Metal layers overlaid:
(1.5 px per um) Two of the layers only.
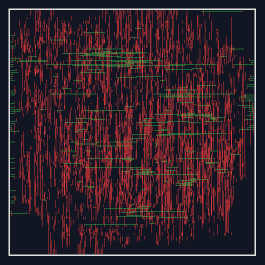
I/O nets highlighted:
(1.5 px per um)
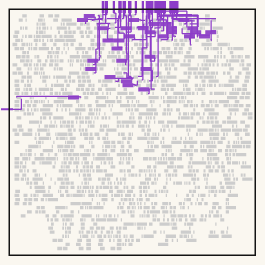
`config.mk`:
```
export PLATFORM = sky130hd
export DESIGN_NAME = iter_divider_flat
export DESIGN_NICKNAME = d
export VERILOG_FILES = /design/src/rtl/iter_divider_if.sv /design/src/rtl/iter_divider.sv /design/src/flat_wrapper.sv
export SDC_FILE = /design/constraint.sdc
export NUM_CORES = 1
export LEC_CHECK = 0
export CORE_UTILIZATION = 45
export CTS_BUF_LIST = sky130_fd_sc_hd__clkbuf_8
export CTS_CLUSTER_DIAMETER = 80
export CTS_CLUSTER_SIZE = 14
export DETAILED_ROUTE_END_ITERATION = 16
export HOLD_SLACK_MARGIN = 0.06
export PLACE_DENSITY = 0.66
export SLEW_MARGIN = 15
export SYNTH_ARGS = -nofsm -noshare
export SYNTH_HDL_FRONTEND = slang
export SYNTH_SLANG_ARGS = --single-unit
```
`constraint.sdc`:
```
create_clock -name clk -period 6.85 [get_ports clk]
set_input_delay 0.685 -clock clk [delete_from_list [all_inputs] [get_ports clk]]
set_output_delay 0.685 -clock clk [all_outputs]
set_load 0.03 [all_outputs]
```
`src/rtl/iter_divider_if.sv`:
```
// Request/response bundle between the decode stage and the iterative divider.
// The requester uses the master modport; the divider uses the slave modport.
interface iter_divider_if #(
  parameter int unsigned DATA_WIDTH = 32
);
  logic                  div;
  logic                  div_signed;
  logic [DATA_WIDTH-1:0] div_x;
  logic [DATA_WIDTH-1:0] div_y;
  logic                  complete;
  logic [DATA_WIDTH-1:0] div_q;
  logic [DATA_WIDTH-1:0] div_r;
  logic                  busy;

  modport master (
    output div, div_signed, div_x, div_y,
    input  complete, div_q, div_r, busy
  );

  modport slave (
    input  div, div_signed, div_x, div_y,
    output complete, div_q, div_r, busy
  );
endinterface

```
`src/rtl/iter_divider.sv`:
```
// Radix-2 restoring divider: one quotient bit per cycle, magnitudes divided then sign corrected.
// Optional ITER_DIVIDER_EARLY_OUT_EN: finish immediately when |x| < |y| (nonzero divisor).
module iter_divider #(
  parameter int unsigned DATA_WIDTH = 32,
  parameter int unsigned CNT_WIDTH  = 6
) (
  input logic           clk,
  input logic           resetn,
  iter_divider_if.slave bus
);

  typedef enum logic [1:0] {StIdle, StCalc, StDone} state_e;

  state_e state_q, state_d;

  logic [DATA_WIDTH-1:0] dvd_q;    // dividend bits shift out, quotient bits shift in
  logic [DATA_WIDTH-1:0] y_abs_q;
  logic [DATA_WIDTH-1:0] rem_q;
  logic [CNT_WIDTH-1:0]  cnt_q;
  logic                  q_neg_q;
  logic                  r_neg_q;
  logic [DATA_WIDTH-1:0] q_out_q;
  logic [DATA_WIDTH-1:0] r_out_q;

  logic [DATA_WIDTH-1:0] x_abs;
  logic [DATA_WIDTH-1:0] y_abs;
  logic                  x_neg;
  logic                  y_neg;
  logic [DATA_WIDTH:0]   shifted;
  logic [DATA_WIDTH+1:0] diff;
  logic                  q_bit;
  logic [DATA_WIDTH-1:0] rem_next;
  logic [DATA_WIDTH-1:0] quo_next;
  logic                  last_iter;
  logic                  start_early;
  logic                  unused_diff;

  assign x_neg = bus.div_signed & bus.div_x[DATA_WIDTH-1];
  assign y_neg = bus.div_signed & bus.div_y[DATA_WIDTH-1];
  assign x_abs = x_neg ? -bus.div_x : bus.div_x;
  assign y_abs = y_neg ? -bus.div_y : bus.div_y;

  // A non-negative trial difference is always below |y| (or below 2^W for y=0),
  // so its bit W never matters.
  assign shifted     = {rem_q, dvd_q[DATA_WIDTH-1]};
  assign diff        = {1'b0, shifted} - {2'b00, y_abs_q};
  assign q_bit       = ~diff[DATA_WIDTH+1];
  assign rem_next    = q_bit ? diff[DATA_WIDTH-1:0] : shifted[DATA_WIDTH-1:0];
  assign quo_next    = {dvd_q[DATA_WIDTH-2:0], q_bit};
  assign last_iter   = (cnt_q == CNT_WIDTH'(DATA_WIDTH - 1));
  assign unused_diff = diff[DATA_WIDTH];

`ifdef ITER_DIVIDER_EARLY_OUT_EN
  assign start_early = (y_abs != '0) && (x_abs < y_abs);
`else
  assign start_early = 1'b0;
`endif

  always_ff @(posedge clk) begin
    if (!resetn) begin
      state_q <= StIdle;
    end else begin
      state_q <= state_d;
    end
  end

  always_comb begin
    state_d = state_q;
    unique case (state_q)
      StIdle: begin
        if (bus.div) begin
          state_d = start_early ? StDone : StCalc;
        end
      end
      StCalc: begin
        if (last_iter) begin
          state_d = StDone;
        end
      end
      StDone:  state_d = StIdle;
      default: state_d = StIdle;
    endcase
  end

  always_ff @(posedge clk) begin
    if (!resetn) begin
      dvd_q   <= '0;
      y_abs_q <= '0;
      rem_q   <= '0;
      cnt_q   <= '0;
      q_neg_q <= 1'b0;
      r_neg_q <= 1'b0;
      q_out_q <= '0;
      r_out_q <= '0;
    end else begin
      unique case (state_q)
        StIdle: begin
          if (bus.div) begin
            dvd_q   <= x_abs;
            y_abs_q <= y_abs;
            rem_q   <= '0;
            cnt_q   <= '0;
            q_neg_q <= x_neg ^ y_neg;
            r_neg_q <= x_neg;
            // Early result: remainder is the raw dividend, already carrying its sign.
            if (start_early) begin
              q_out_q <= '0;
              r_out_q <= bus.div_x;
            end
          end
        end
        StCalc: begin
          dvd_q <= quo_next;
          rem_q <= rem_next;
          cnt_q <= cnt_q + 1'b1;
          if (last_iter) begin
            q_out_q <= q_neg_q ? -quo_next : quo_next;
            r_out_q <= r_neg_q ? -rem_next : rem_next;
          end
        end
        default: ;
      endcase
    end
  end

  assign bus.complete = (state_q == StDone);
  assign bus.busy     = (state_q != StIdle);
  assign bus.div_q    = q_out_q;
  assign bus.div_r    = r_out_q;

endmodule

```
`src/flat_wrapper.sv`:
```
// flat-port wrapper written by rule: the top's interface ports become plain ports
module iter_divider_flat 
#(
  parameter int unsigned DATA_WIDTH = 32,
  parameter int unsigned CNT_WIDTH  = 6
)
  (clk, resetn, bus_div, bus_div_signed, bus_div_x, bus_div_y, bus_complete, bus_div_q, bus_div_r, bus_busy);
  iter_divider_if #(.DATA_WIDTH(DATA_WIDTH)) bus_i ();
  input logic clk;
  input logic resetn;
  input wire logic [$bits(bus_i.div)-1:0] bus_div;
  input wire logic [$bits(bus_i.div_signed)-1:0] bus_div_signed;
  input wire logic [$bits(bus_i.div_x)-1:0] bus_div_x;
  input wire logic [$bits(bus_i.div_y)-1:0] bus_div_y;
  output wire logic [$bits(bus_i.complete)-1:0] bus_complete;
  output wire logic [$bits(bus_i.div_q)-1:0] bus_div_q;
  output wire logic [$bits(bus_i.div_r)-1:0] bus_div_r;
  output wire logic [$bits(bus_i.busy)-1:0] bus_busy;
  assign bus_i.div = bus_div;
  assign bus_i.div_signed = bus_div_signed;
  assign bus_i.div_x = bus_div_x;
  assign bus_i.div_y = bus_div_y;
  assign bus_complete = bus_i.complete;
  assign bus_div_q = bus_i.div_q;
  assign bus_div_r = bus_i.div_r;
  assign bus_busy = bus_i.busy;
  iter_divider #(.DATA_WIDTH(DATA_WIDTH), .CNT_WIDTH(CNT_WIDTH)) u_core (.clk(clk), .resetn(resetn), .bus(bus_i));
endmodule
```
==> results_slide.txt <==
Implementation Results

Outcome
  • Status: complete, no violations

Yosys
  • Post-synthesis async set-or-reset flop share: 0%
  • Area share, top type: approximately 29%
  • Largest cells by area: dfxtp_1, a21oi_1, nor2_1
  • Cell Area, Synth: approximately 12000 um2
  • AO/OA Area Share: between 20% and 30%
  • Syn Inst Count: between 1.5k and 2k
  • Synth logic family: AND-OR/OR-AND gates
  • Post-Syn Area per Cell: between 7 and 8 um2
  • # Cells Yosys: 1554
  • Top cells by count: nor2_1, dfxtp_1, a21oi_1

Detailed routing
  • DRC: 0
  • DRT iter0 DRCs: ~1.1k
  • Via count: between 10k and 15k
  • Wl on met1: between 15 and 20 mm
  • DR top layer: met4

Layout
  • Data buffer area share: between 10% and 20%
  • Area grow syn2layout: 15.2%
  • Clkbuf count: 17
  • Buffers, non-clock: 143
  • Fillers: 2521
  • Util after Layout: a little over half
  • Dominant logic cell type in the layout: nor2_1
  • Layout cells sized above 1: under 10%
  • Gate Area: about 7600 um2
  • Final #Nets: around 1.7k
  • Total area of sequential cells: 3400 um2
  • Flop share of the area: about a quarter
  • Largest cell class by area: multi-input combinational cells
  • Top cells excl fill/tap: nor2_1, dfxtp_1, a21oi_1, nand2_1, clkdlybuf4s50_1

CTS
  • Max Root-Sink Buffers: 2
  • H-tree depth: 4
  • Clock root buffer master: clkbuf_8
  • Late-Pin Clk Latency: roughly 0.48 ns

Critical path
  • Crit-path max cell delay: 0.66 ns
  • Setup crit end: u_core.bus.div_r[28]
  • Req. time, crit path: 7.21 ns
  • CP Launch Type: flop
  • Worst Setup End Kind: flop
  • CP startpoint: u_core.y_abs_q[22]

Hold path
  • Hold Path End: u_core.bus.div_r[4]

GRT
  • Largest net degree at the start of global routing: 94
  • Vias in the first global route: ~10k
  • M3 GR Usage: under 10%
  • First-pass GRT wire length: between 50 and 60 mm
  • Antenna violations before repair: 0
  • M2 GR Usage: about two fifths

Final timing
  • Final TNS setup: 0 ns
  • Period minus WS final: roughly 5.0 ns
  • Final setup fails: 0

Placed design
  • Dpl hpwl: 26.8 mm
  • Pre-CTS setup slack: slightly below 2 ns
  • Placed insts: 1918

Flow run
  • Maxcap violations: 0

Floorplan
  • Core Region: approximately 25000 um2
  • # Taps: around 330
Back to the opening pictures, 'metal layers overlaid':
Key: met3 = green [wire length 2120 um]; met2 = red [wire length 15600 um]

Back to the opening pictures, 'I/O nets highlighted':
Key: bus_div_q = purple [bits 32, direction output, end cells 32, wire 1140 um]
num ports: 134
# port buffers: 133

[worst max-delay path, delay by kind of cell, from the launching register on]
kind	cells	cell delay, ns
muxes	2	0.45
DFF	1	0.35
buffers and inverters	2	0.12
adders and majority gates	2	0.56
and+or+nand+nor	5	1.49
AOI/OAI and AO/OA	6	1.94
[state kept, by name, indices dropped and copies added, names as in the netlist]
signal            flops
u_core.bus.div_q     32
u_core.bus.div_r     32
u_core.dvd_q         32
u_core.rem_q         32
u_core.y_abs_q       32
u_core.cnt_q          6
u_core.state_q        2
u_core.q_neg_q        1
u_core.r_neg_q        1
